**src/rtl/imem_loader.sv**
```systemverilog
// imem_loader: packs an MSB-first byte stream into 32-bit words written to instruction RAM from word 0.
// Latency: wr_en one cycle after a word's 4th byte, peak 1 word / 5 cycles; IMEM_LOADER_CSUM_EN adds a checksum byte.
// Backpressure: byte_ready only in LOAD (and CSUM); byte_valid gaps hold all state.
module imem_loader #(
  parameter int DEPTH  = 128,
  parameter int ADDR_W = 7
) (
  input  logic              clk,
  input  logic              rst,
  input  logic              start,
  input  logic [ADDR_W:0]   word_count,
  input  logic              byte_valid,
  input  logic [7:0]        byte_data,
  output logic              byte_ready,
  output logic              wr_en,
  output logic [ADDR_W-1:0] wr_addr,
  output logic [31:0]       wr_data,
  output logic              cpu_stall,
  output logic              busy,
  output logic              done,
  output logic              err
);

  typedef enum logic [2:0] {S_IDLE, S_LOAD, S_WRITE, S_CSUM, S_DONE} state_t;

  localparam logic [ADDR_W:0]   DEPTH_W = DEPTH[ADDR_W:0];
  localparam logic [ADDR_W:0]   CNT_ONE = {{ADDR_W{1'b0}}, 1'b1};
  localparam logic [ADDR_W-1:0] IDX_ONE = {{(ADDR_W-1){1'b0}}, 1'b1};

  state_t            state_q, state_d;
  logic [ADDR_W:0]   count_q, count_d;
  logic [ADDR_W-1:0] word_idx_q, word_idx_d;
  logic [1:0]        byte_cnt_q, byte_cnt_d;
  logic [31:0]       sr_q, sr_d;
  logic              err_q, err_d;
  logic              xfer, start_ok, last_word;
`ifdef IMEM_LOADER_CSUM_EN
  logic [7:0]        csum_q, csum_d;
  logic              csum_bad_q, csum_bad_d;
`endif

  assign xfer      = byte_valid && byte_ready;
  assign start_ok  = start && (word_count != '0) && (word_count <= DEPTH_W);
  assign last_word = ({1'b0, word_idx_q} + CNT_ONE) == count_q;

  always_ff @(posedge clk) begin
    if (rst) state_q <= S_IDLE;
    else     state_q <= state_d;
  end

  always_comb begin
    state_d = state_q;
    unique case (state_q)
      S_IDLE:  if (start_ok) state_d = S_LOAD;
      S_LOAD:  if (xfer && byte_cnt_q == 2'd3) state_d = S_WRITE;
`ifdef IMEM_LOADER_CSUM_EN
      S_WRITE: state_d = last_word ? S_CSUM : S_LOAD;
      S_CSUM:  if (xfer) state_d = S_DONE;
`else
      S_WRITE: state_d = last_word ? S_DONE : S_LOAD;
`endif
      S_DONE:  state_d = S_IDLE;
      default: state_d = S_IDLE;
    endcase
  end

  always_comb begin
    byte_ready = 1'b0;
    wr_en      = 1'b0;
    wr_addr    = word_idx_q;
    wr_data    = '0;
    busy       = (state_q != S_IDLE);
    cpu_stall  = (state_q != S_IDLE);
    done       = 1'b0;
    err        = err_q;
    unique case (state_q)
      S_LOAD:  byte_ready = 1'b1;
      S_WRITE: begin
        wr_en   = 1'b1;
        wr_data = sr_q;
      end
      S_CSUM:  byte_ready = 1'b1;
`ifdef IMEM_LOADER_CSUM_EN
      S_DONE: begin
        done = !csum_bad_q;
        err  = err_q | csum_bad_q;
      end
`else
      S_DONE:  done = 1'b1;
`endif
      default: ;
    endcase
  end

  always_comb begin
    count_d    = count_q;
    word_idx_d = word_idx_q;
    byte_cnt_d = byte_cnt_q;
    sr_d       = sr_q;
    err_d      = 1'b0;
`ifdef IMEM_LOADER_CSUM_EN
    csum_d     = csum_q;
    csum_bad_d = csum_bad_q;
`endif
    if (state_q == S_IDLE && start) begin
      if (start_ok) begin
        count_d    = word_count;
        word_idx_d = '0;
        byte_cnt_d = '0;
`ifdef IMEM_LOADER_CSUM_EN
        csum_d     = '0;
        csum_bad_d = 1'b0;
`endif
      end else begin
        err_d = 1'b1;
      end
    end
    if (state_q == S_LOAD && xfer) begin
      sr_d       = {sr_q[23:0], byte_data};
      byte_cnt_d = byte_cnt_q + 2'd1;
`ifdef IMEM_LOADER_CSUM_EN
      csum_d     = csum_q ^ byte_data;
`endif
    end
    // The last word leaves word_idx on DEPTH-1 at most, so it never wraps.
    if (state_q == S_WRITE) begin
      byte_cnt_d = '0;
      if (!last_word) word_idx_d = word_idx_q + IDX_ONE;
    end
`ifdef IMEM_LOADER_CSUM_EN
    if (state_q == S_CSUM && xfer) csum_bad_d = (byte_data != csum_q);
`endif
  end

  always_ff @(posedge clk) begin
    if (rst) begin
      count_q    <= '0;
      word_idx_q <= '0;
      byte_cnt_q <= '0;
      sr_q       <= '0;
      err_q      <= 1'b0;
`ifdef IMEM_LOADER_CSUM_EN
      csum_q     <= '0;
      csum_bad_q <= 1'b0;
`endif
    end else begin
      count_q    <= count_d;
      word_idx_q <= word_idx_d;
      byte_cnt_q <= byte_cnt_d;
      sr_q       <= sr_d;
      err_q      <= err_d;
`ifdef IMEM_LOADER_CSUM_EN
      csum_q     <= csum_d;
      csum_bad_q <= csum_bad_d;
`endif
    end
  end

endmodule
```
**config.mk**
```make
export PLATFORM = sky130hd
export DESIGN_NAME = imem_loader
export DESIGN_NICKNAME = d
export VERILOG_FILES = /design/src/rtl/imem_loader.sv
export SDC_FILE = /design/constraint.sdc
export NUM_CORES = 1
export LEC_CHECK = 0
export CAP_MARGIN = 20
export CORE_ASPECT_RATIO = 0.8
export CORE_MARGIN = 10
export CORE_UTILIZATION = 44
export CTS_CLUSTER_SIZE = 12
export DETAILED_ROUTE_END_ITERATION = 6
export PLACE_DENSITY = 0.76
export SETUP_SLACK_MARGIN = 0.3
export SKIP_CTS_REPAIR_TIMING = 1
export SLEW_MARGIN = 15
export SYNTH_ARGS = -nofsm -noshare
export SYNTH_HDL_FRONTEND = slang
export SYNTH_SLANG_ARGS = --single-unit
```
**constraint.sdc**
```tcl
create_clock -name clk -period 2.05 [get_ports clk]
set_input_delay 0.3075 -clock clk [delete_from_list [all_inputs] [get_ports clk]]
set_output_delay 0.3075 -clock clk [all_outputs]
set_load 0.005 [all_outputs]
```
==> run summary, run 1 <==
Figures from the implementation reports.

- The non-clock inverter total of the final layout is 3.
- The number of detailed-routing iterations run before antenna repair reads 4.
- The total of endpoints with negative setup slack in the final report reads 3.
- The number of inserted diodes is 0.
- The number of library cell types mapped by synthesis is approximately 45.
- The end point of the most critical hold path is count_q[0].
- The fraction of area in clock buffers and inverters reads between 2 and 3%.
- The standard-cell row count reads 24.
- The cell type with the largest total area is dfxtp_1.
- The post-synthesis to final-layout area growth reads 57.8%.
- Per the layout area report, the register area comes to roughly 1100 um^2.
- After synthesis the netlist holds a flip-flop and latch count of around 53.
- The first-pass GRT wire length is approximately 11,000 um.
- The most critical hold endpoint after final layout shows a slack of approximately 0.31 ns.
- The setup TNS after final layout is -0.0294 ns.
- The share of layout cells above drive strength 1 reads roughly 30%.
- Among all flip-flop cells after synthesis, the most frequent one is dfxtp_1.
- The core utilization of the finished layout is just over 70%.
- The number of sinks handled by clock tree synthesis is roughly 53.
- The reg2reg setup slack reads -0.02 ns.
- The largest cell class by area is logic gates.
- The internal power of the cells totals 0.00151 W.
- The beginning of the worst register-to-register path reads wr_addr[0].
- The main area contributors are dfxtp_1 42%, nand2_1 11%, and3_1 8.2%.
- The count of fill cells added during filler insertion reads 398.
- The number of synthesized flops with an enable pin is 0.
- The checks that failed: negative setup slack.
- The count of pins on the block boundary is between 60 and 70.
- The clock transition at the registers of the reported paths reads approximately 0.090 ns.
- The end of the worst register-to-register path is wr_addr[3].
- According to the finish report, the design has a final net count of 408.
- The post-synthesis async set-or-reset flop share reads 0%.
- Before placement the cells fill about 46% of the core.
- The routed design shows a via density per instance of ~5.5.
- The final sequential cell count is roughly 53.
- Endpoints failing hold in the final report were tallied at 0.
- The power report attributes to the clock group a share of 34.7%.
- The script extracted a net switching power of 0.000464 W.
- The clock H-tree reported by CTS has 2 levels.
- The largest individual stage delay along the critical path comes from the cell dfxtp_4.
- The core region is around 5500 um^2.
- Per the synthesis report, the XOR/XNOR share of the synthesized area is under 10%.
- The number of instances in the placed design is 444.
- The end of the critical path is wr_addr[3].
- The final standard cell area without fillers reads slightly below 4000 um^2.
- The data arrival time at the worst-slack endpoint reads about 2.3 ns.
- The register with the most flip-flops in the layout has 32 of them.
- The total cell area at the placement stage reads ~3400 um^2.
- In this run the critical path is formed by ha_4 -> and4_4 -> a2111oi_4 -> a21oi_2 -> o2111a_2 -> buf_6 -> o21a_4 -> a221o_1.
- Static timing analysis puts the maximum clock frequency at 482 MHz.
- The critical path launch point is wr_addr[0].
- The clock passes through at most 2 buffers.
- The worst hold path begins at word_count[0].
- The flow ran to the end, but the final reports show violations.
- Per the layout area report, the combinational gate area comes to 1530 um^2.
- Combinational power for this build is between 0.0002 and 0.00025 W.
- The routed length on met3 reads 496 um.
- The largest non-sequential cell family by area reads simple AND/OR/NAND/NOR gates.
- The non-clock buffer area fraction after layout is between 20% and 30%.
- Per report_power, the Sequential row totals around 0.0011 W.
- The setup clock skew after layout is approximately 0.0057 ns.
- The share of the final layout cell area in multi-input gates reads approximately two fifths.
- The total die size reads between 9000 and 10,000 um^2.
- The critical path startpoint category reads a register.
- By instance count, the leading cell after synthesis is nand2_1.
- The post-synthesis net count is ~330.
- The total tool warning count is 28.
- The average size of a mapped cell is around 8.2 um^2.
- The share of cell area taken by flip-flops and latches reads around 28%.
- The busiest metal layer after global routing reads met2.
- The number of antenna violations at the first check in global routing reads 0.
- The number of clock buffers in the layout reads 8.
- The detailed placement HPWL is slightly above 5000 um.
- The power after layout is between 0.0015 and 0.002 W.
- The STA report counts the stages on the worst setup path as 8.
- The worst-case headroom to the max-slew limit is 67.0%.
- The smallest setup slack after layout is -0.0231 ns.
- The total overflow reported by the global router is 0.
- The and-or/or-and share of the synthesized area reads between 10% and 20%.
- Of the post-synthesis cell area, the part taken by muxes is 3.65%.
- The switching power as a share of total power reads a little under a quarter.
- The sequential share of the synthesized area reads a little over two fifths.
- The total clock buffers created by CTS is 5.
- The final critical delay including setup and external delays is 2.07 ns.
- The met3 capacity usage during global routing is 2.81%.
- The post-route report lists met1 wire length as 3620 um.
- In this run the power density over the cells is approximately 500 nW/um^2.
- The cell leakage power is between 1.5 and 2 nW.
- The endpoint type of the worst setup path reads a register.
- Nets still carrying antenna violations after routing amount to 0.
- The group that draws the most power in this run is sequential cells.
- The area fraction in and, or, nand and nor cells reads roughly 30%.
- According to the Yosys statistics, the synthesized design has a chip area of roughly 2500 um^2.
- The detailed router finished its first iteration with 175 violations.
- The share of synthesized area in the top cell type comes to between 40% and 50%.
- The largest voltage drop on the vdd net reads about 0.00037 V.
- sr_q holds more flip-flops than any other register.
- The category of cells accounting for the largest share of critical-path delay reads AND-OR/OR-AND gates.
- Hold analysis shows the worst path with a depth of 3.
### Routed metal, one colour a layer, run 1

Drawn at 4 px/um. Only two layers are drawn.
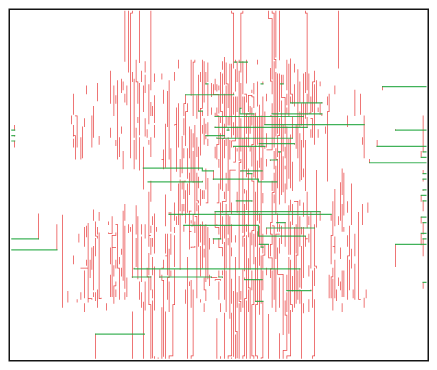
Key: metal 3 = green [wire length 497 um]; metal 2 = red [wire length 4,090 um]
Final Routed Wirelength: 8390 um
GRT Overall Usage: 14.6%
post-DR wirelength/cell: 18.1 um
total number of vias: 2,543

### Drive-strength map, run 1

Drawn at 4 px/um.
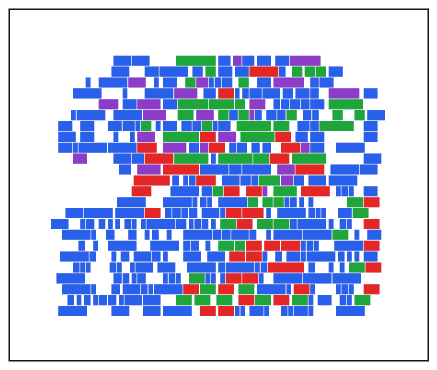
Key: _6 and larger = red [cells 41, share 11%, most used buf_6]; _0 and _1 cells = blue [cells 271, share 70%, most used nand2_1]; _3 and _4 cells = green [cells 52, share 13%, most used buf_4]; _2 cells = purple [cells 23, share 5.9%]

### Pin placement, run 1

Drawn at 4 px/um. Pins as bars across the die edge, other pins in grey.
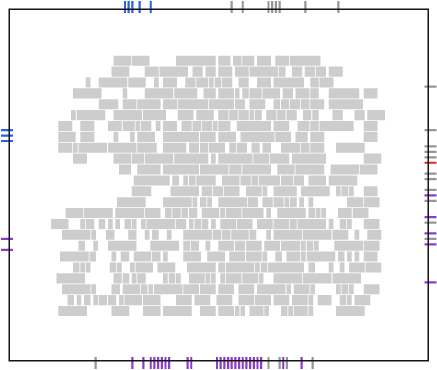
Key: `busy` = red [pins 1, direction output, edge east]; `wr_data` = purple [pins 32, direction output, edge 25 south, 5 east, 2 west]; `word_count` = blue [pins 8, direction input, edge 5 north, 3 west]
All pins by edge: 30 south, 17 east, 13 north, 5 west.
chip height: 87.5 um
number of buffers added on ports: 64
DIE WIDTH: 104 um

### I/O nets highlighted, run 1

Drawn at 3 px/um.
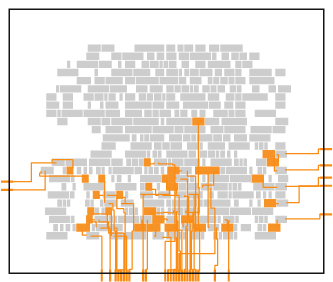
Key: `wr_data` = orange [bits 32, direction output, end cells 32, buffers 32, wire 944 um]

==> run 1 -> run 2 <==
--- a/config.mk
+++ b/config.mk
@@ -8,10 +8,10 @@
 export CAP_MARGIN = 20
 export CORE_ASPECT_RATIO = 0.8
 export CORE_MARGIN = 10
-export CORE_UTILIZATION = 44
+export CORE_UTILIZATION = 32
 export CTS_CLUSTER_SIZE = 12
 export DETAILED_ROUTE_END_ITERATION = 6
-export PLACE_DENSITY = 0.76
+export PLACE_DENSITY = 0.59
 export SETUP_SLACK_MARGIN = 0.3
 export SKIP_CTS_REPAIR_TIMING = 1
 export SLEW_MARGIN = 15
==> run 2 against run 1 <==
Effect of this change: the run now ends clean; critical path depth stayed put; largest cell class unchanged; fmax is 1.8% higher; largest power group unchanged; critical path type unchanged; clock skew is 0.0052 ns higher.
==> run summary, run 2 <==
Figures from the implementation reports.

- The transition time recorded at the tightest slew-check pin is about 0.40 ns.
- Per the detailed placement report, the placed cell area equals between 3000 and 4000 um^2.
- Per the run summary, max-cap violations total 0.
- The standard-cell row count is 28.
- The delay of the slowest cell on the worst path is between 0.3 and 0.4 ns.
- met2 track demand over resource after global routing is approximately 17%.
- The final standard cell area without fillers reads approximately 3800 um^2.
- For this run, the script counts the antenna cells in the layout as 0.
- The multi-input logic area is between 1000 and 1500 um^2.
- The depth of the worst hold-timing path is 4.
- The launch point of the worst register-to-register path is recorded as wr_addr[0].
- Before any placement, the netlist area is recorded as ~2500 um^2.
- Along the worst path, the maximum fanout reaches 6.
- The cell type with the largest total area reads dfxtp_1.
- Sequential cells make up 28.9% of the cell area.
- The post-synthesis cell count from yosys is a little over 300.
- The highest metal layer used by the detailed router is met4.
- Note, the detailed placer reported a final HPWL of roughly 5300 um.
- The well tap count reads 105.
- The reg2reg setup slack reads 0.01 ns.
- The worst slack after detailed placement is -0.175 ns.
- The non-clock buffer area fraction after layout is 27.6%.
- Yosys mapped the design onto around 45 distinct sky130hd cell types.
- The number of sinks handled by clock tree synthesis reads around 53.
- The via count of the first global-routing pass is about 2.1k.
- The overall track demand over capacity in global routing is between 10% and 20%.
- The number of cells in the finished layout apart from fillers reads a little under 500.
- The sequential share of the synthesized area reads roughly 42%.
- Adding up every negative setup slack in the final design gives 0 ns.
- The end of the critical path is wr_addr[3].
- The smallest setup slack after layout is approximately 0.013 ns.
- The total buffers and inverters traversed by the critical path is 1.
- The final routed wirelength across all metal layers is ~7300 um.
- The share of cell area taken by muxes after synthesis reads around 3.6%.
- The first-pass GRT wire length reads between 10,000 and 15,000 um.
- The critical path crosses 8 cells after its start point.
- The and-or/or-and share of the synthesized area reads 14.3%.
- The amount of wire on met2 after detailed routing is 3210 um.
- The maximum buffer depth of the clock tree is 2.
- The CTS tree reads done.
- The total die size is about 12,000 um^2.
- Post-route period utilization is reported as between 90% and 100%.
- The share of layout cells above drive strength 1 reads between 10% and 20%.
- The script logs the ratio of routed vias to standard cells as about 4.8.
- The register share of total power is a little under three fifths.
- Measured along the y axis, the die boundary spans between 90 and 100 um.
- The yosys synthesis warning count reads 0.
- The total number of vias reads 2,351.
- The number of detailed-routing iterations run before antenna repair is 4.
- The H-tree level count is 2.
- The number of storage elements in the synthesis netlist is ~53.
- Looking at the group totals, the largest power group turns out to be sequential cells.
- The yosys stat chip area is 2500 um^2.
- Cell internal power was estimated by the tool at roughly 0.0014 W.
- The category of cells accounting for the largest share of critical-path delay reads AND-OR/OR-AND gates.
- The setup clock skew after layout reads 0.0109 ns.
- The top achievable clock speed is just under 500 MHz.
- The share of the core filled by cells before placement reads 33.4%.
- In this run the critical path is formed by ha_4 -> buf_6 -> and4_4 -> a2111oi_4 -> a21oi_2 -> o2111a_2 -> o21a_4 -> a221o_1.
- The area fraction in and, or, nand and nor cells reads between 20% and 30%.
- The count of plain and timing-repair buffers in the layout reads slightly below 100.
- The total of endpoints with negative setup slack in the final report is 0.
- STA classifies the critical path endpoint as a register.
- Non-clock inverters in the final layout number 3.
- Of the total synthesized cell area, the portion taken by XOR and XNOR cells is 3.45%.
- The number of clock buffers in the layout reads 6.
- The remaining antenna violation count reads 0.
- For reference, the post-synthesis area per instance comes to around 8.2 um^2.
- The layout multi-input combinational cell count reads ~220.
- The worst-case max-slew headroom was logged as approximately three quarters.
- The power after layout is 0.00186 W.
- The routed length on met3 reads 267 um.
- The number of instances in the placed design is slightly below 500.
- The final critical delay including setup and external delays reads a little over 2 ns.
- The post-synthesis net count is 327.
- The type of the most critical hold path reads primary input to register.
- The clock share of power is 32.1%.
- For reference, the most critical setup path is categorized as register to register.
- The hold path startpoint reads word_count[3].
- In this run, the synthesized area fraction spent on adder and majority cells is recorded as less than 1%.
- The end point of the most critical hold path is count_q[3].
- Global routing consumed, on the met3 layer, 2.49% of the routing resources.
- Across the whole layout, multi-input logic makes up between 30% and 40% of the cell area.
- The power report puts the leakage power at approximately 2.1 nW.
- Per the synth stats, the flop cell with the highest instance count is dfxtp_1.
- The core utilization of the finished layout is 50.2%.
- Counting only logic cells after layout, the most numerous master is nand2_1.
- Once iteration 0 of detailed routing completed, the report listed roughly 170 DRC markers.
- The total overflow reported by the global router is 0.
- The total routed wire length on the met1 layer reads about 3800 um.
- The required time of the worst setup path reads between 2 and 2.5 ns.
- The number of remaining DRC errors reads 0.
- The registers of the reported paths see a clock transition of about 0.1 ns.
- In this run the horizontal extent of the chip is between 100 and 150 um.
- The final tally of max-slew violations is 0.
- The capture point of the worst register-to-register path is recorded as wr_addr[3].
- The post-synthesis to final-layout area growth reads 50.2%.
- After global routing, the most crowded layer is met1.
- The top cell types in the final layout, fill and taps aside, are 69 x nand2_1, 44 x dfxtp_1, 39 x dlymetal6s2s_1.
- The buffer cell driving the clock tree root reads clkbuf_8.
- In the post-synthesis netlist, the biggest area contributors are dfxtp_1 42%, nand2_1 11%, and3_1 8.2%.
- roughly 65 I/O pins were placed.
- The tightest hold path in the finished design has a slack of 0.399 ns.
- The mean routed wirelength per cell reads around 15 um.
- Summed over the clock group, the power is ~0.0006 W.
- The final count of hold timing violations reads 0.
- OpenSTA lists the critical path startpoint as wr_addr[0].
- The count of buffers inserted at the top-level ports reads between 60 and 70.
- The critical-path cell with the highest stage delay reads dfxtp_4.
- Net switching is approximately a quarter of the power.
- In the final layout, clock buffers and inverters account for 2.26% of the cell area.
- The number of antenna violations at the first check in global routing reads 0.
- The met1 track demand over resource in global routing reads roughly 17%.
- The critical path startpoint category is a register.
- The combined flip-flop and latch cell area is around 1100 um^2.
- The final sequential cell count is approximately 53.
- The largest cell class by area reads logic gates.
- The core area is around 7500 um^2.
- Dividing total power by cell area gives a power density of just under 500 nW/um^2.
- The post-synthesis async set-or-reset flop share reads 0%.
- The total tool warning count reads 28.
- The number of flip-flops in the largest register is 32.
- For reference, the top logic cell family by area is simple AND/OR/NAND/NOR gates.
- The area share of the largest cell type after synthesis is between 40% and 50%.
- The most frequent cell after synthesis reads nand2_1.
- The data arrival time at the worst-slack endpoint is roughly 2.2 ns.
- The total clock buffers created by CTS is 5.
- In this run, synthesis inferred 0 flip-flops with an integrated enable.
- As reported, the later end of the worst-skew pair has a clock insertion delay of 0.31 ns.
- The cell count of the worst reg-to-reg path is 8.
- The final net count reads between 400 and 500.
- The pin count of the biggest net entering global routing reads 38.
- The power in sequential cells reads 0.00106 W.
- The number of instances in the synthesized netlist reads about 310.
- Combinational cells consume a total of about 0.0002 W.
- The largest voltage drop on the vdd net is approximately 0.00023 V.
- The run finished with clean final reports.
- The count of fill cells added during filler insertion is ~750.
- The switching power of the nets reads 0.000466 W.
- The largest register by flop count is sr_q.
### Routed metal, one colour a layer, run 2

Drawn at 4 px/um. Only two layers are drawn.
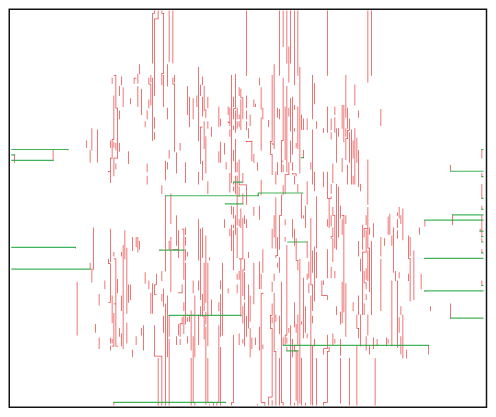
Key: metal 2 = red [wire length 3,210 um]; metal 3 = green [wire length 268 um]

==> run 2 -> run 3 <==
--- a/config.mk
+++ b/config.mk
@@ -12,6 +12,7 @@
 export CTS_CLUSTER_SIZE = 12
 export DETAILED_ROUTE_END_ITERATION = 6
 export PLACE_DENSITY = 0.59
+export RECOVER_POWER = 25
 export SETUP_SLACK_MARGIN = 0.3
 export SKIP_CTS_REPAIR_TIMING = 1
 export SLEW_MARGIN = 15
==> run 3 against run 2 <==
Effect of this change: critical endpoint unchanged; combinational power is essentially flat; largest power group unchanged; clock power barely moved; clock-buffer cell count did not move; core utilization down 0.20 points; design area down 0.40%; via count hardly changed; first-iteration DRC count grew 1.7%; sequential power barely moved; critical path depth stayed put.
==> run summary, run 3 <==
Figures from the implementation reports.

- The maximum net fanout on the critical path is 6.
- The post-synthesis async set-or-reset flop share reads 0%.
- The largest voltage drop on the vdd net is approximately 0.00023 V.
- The first-pass GRT wire length reads between 10,000 and 15,000 um.
- The synthesized netlist was found by Yosys to have roughly 310 cells.
- The vertical die dimension is approximately 100 um.
- Looking at area per cell type in the netlist, the leader is dfxtp_1.
- The routed length on met3 is roughly 270 um.
- The area fraction in and, or, nand and nor cells is between 20% and 30%.
- The endpoint type of the worst setup path reads a register.
- The launch point of the worst min-delay path is recorded as word_count[3].
- The detailed placement HPWL reads 5260 um.
- The count of plain and timing-repair buffers in the layout reads roughly 100.
- The critical path class is register to register.
- The run finished with clean final reports.
- The clock group total power is between 0.0005 and 0.0006 W.
- The fraction of area in clock buffers and inverters reads between 2 and 2.5%.
- Registers represent a cell area share of ~29%.
- The pin count of the biggest net entering global routing is 38.
- The total tool warning count is 28.
- The total routed wire length on the met1 layer reads 3800 um.
- The required time of the worst setup path reads roughly 2.3 ns.
- The dominant power group in this design is sequential cells.
- The met3 capacity usage during global routing reads around 2.5%.
- The register share of total power is between 50% and 60%.
- The number of storage elements in the synthesis netlist is 53.
- The core area is 7500 um^2.
- For reference, the critical path cell chain is ha_4 -> buf_6 -> and4_4 -> a2111oi_4 -> a21oi_2 -> o2111a_2 -> o21a_4 -> a221o_1.
- The mean routed wirelength per cell is between 10 and 15 um.
- After detailed routing, no signal wire sits above met4.
- The total number of vias is 2,353.
- The number of detailed-routing iterations run before antenna repair is 4.
- Before any placement, the netlist area is recorded as between 2000 and 3000 um^2.
- For the sequential group, total power comes out at 0.00106 W.
- The root buffer cell chosen for the clock tree is clkbuf_8.
- The multi-input logic area reads approximately 1400 um^2.
- The number of clock buffers in the layout is 6.
- In this run the maximum-capacitance check reported violations numbering 0.
- The share of the final layout cell area in multi-input gates reads roughly 37%.
- The number of antenna violations at the first check in global routing is 0.
- The worst slack after detailed placement is -0.175 ns.
- The data arrival time at the worst-slack endpoint reads 2.24 ns.
- The core utilization of the finished layout reads 50.0%.
- The via density per instance is roughly 4.8.
- The category of cells accounting for the largest share of critical-path delay is AND-OR/OR-AND gates.
- The average size of a mapped cell is between 8 and 9 um^2.
- The setup TNS after final layout is 0 ns.
- The amount of wire on met2 after detailed routing is approximately 3200 um.
- The worst setup path is launched from a register.
- The critical path crosses 8 cells after its start point.
- For the worst reg-to-reg path, the startpoint reported by OpenROAD is wr_addr[0].
- The standard-cell row count reads 28.
- Per the synthesis report, the number of distinct cell types is 45.
- The busiest metal layer after global routing is met1.
- The net switching power in the latest report is between 0.0004 and 0.0005 W.
- The total clock buffers created by CTS is 5.
- The and-or/or-and share of the synthesized area reads around 14%.
- The switching power as a share of total power reads between 20 and 30%.
- Summing the areas of all xor and xnor instances in the mapped netlist gives ~3.4% of the synthesized area.
- The share of the core filled by cells before placement reads 33.4%.
- By area the synthesized netlist is led by dfxtp_1 42%, nand2_1 11%, and3_1 8.2%.
- The worst-case headroom to the max-slew limit reads between 50% and 60%.
- The count of buffers inserted at the top-level ports reads 64.
- The cell leakage power is ~2.1 nW.
- The CTS tree is done.
- The most used flip-flop cell after synthesis is dfxtp_1.
- The count of pins on the block boundary reads 65.
- The script parses the final routing iteration and logs DRC violations as 0.
- The number of inserted diodes is 0.
- The most critical min-delay path falls under primary input to register.
- Fill cells in the final layout number 748.
- The delay of the slowest cell on the worst path reads 0.36 ns.
- The H-tree level count is 2.
- The total internal power is between 0.001 and 0.0015 W.
- The largest register by flop count reads sr_q.
- The layout multi-input combinational cell count is 224.
- Once routing completed, OpenROAD measured the worst setup slack at 0.0126 ns.
- The total die size reads about 12,000 um^2.
- The end of the critical path reads wr_addr[3].
- The final tally of max-slew violations reads 0.
- The placed instances occupy a cell area of about 3500 um^2.
- The non-clock inverter total of the final layout reads 3.
- The post-route fraction of the period consumed by the critical path reads roughly 99%.
- The number of sinks handled by clock tree synthesis reads 53.
- The class occupying the most area after layout is reported as logic gates.
- In the final layout, the share of cells above drive strength 1 is 19.4%.
- The adder-cell area share of the yosys netlist reads 0.999%.
- The total of endpoints with negative setup slack in the final report reads 0.
- The final standard cell area without fillers is between 3000 and 4000 um^2.
- Sorting the synthesis cell report by count puts at the top nand2_1.
- The routed design has roughly 7400 um of wire.
- The via count of the first global-routing pass is between 2k and 2.5k.
- The number of cells in the finished layout apart from fillers reads between 400 and 500.
- The power density over the cells reads between 400 and 500 nW/um^2.
- The sequential share of the synthesized area reads roughly 42%.
- The well tap count reads roughly 110.
- There are about 53 flip-flops and latches.
- The end point of the most critical hold path is count_q[3].
- The depth of the worst hold-timing path is 4.
- The total buffers and inverters traversed by the critical path is 1.
### Drive-strength map, run 3

Drawn at 4 px/um.
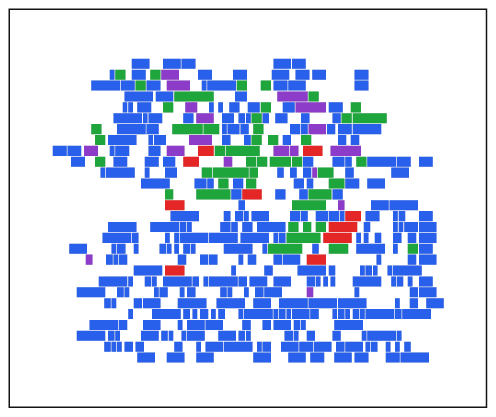
Key: _0 and _1 cells = blue [cells 312, share 81%, most used nand2_1]; _3 and _4 cells = green [cells 47, share 12%, most used buf_4]; _6 and larger = red [cells 10, share 2.6%, most used clkbuf_8]; _2 cells = purple [cells 18, share 4.7%]

Power and IR drop assume default switching activity.
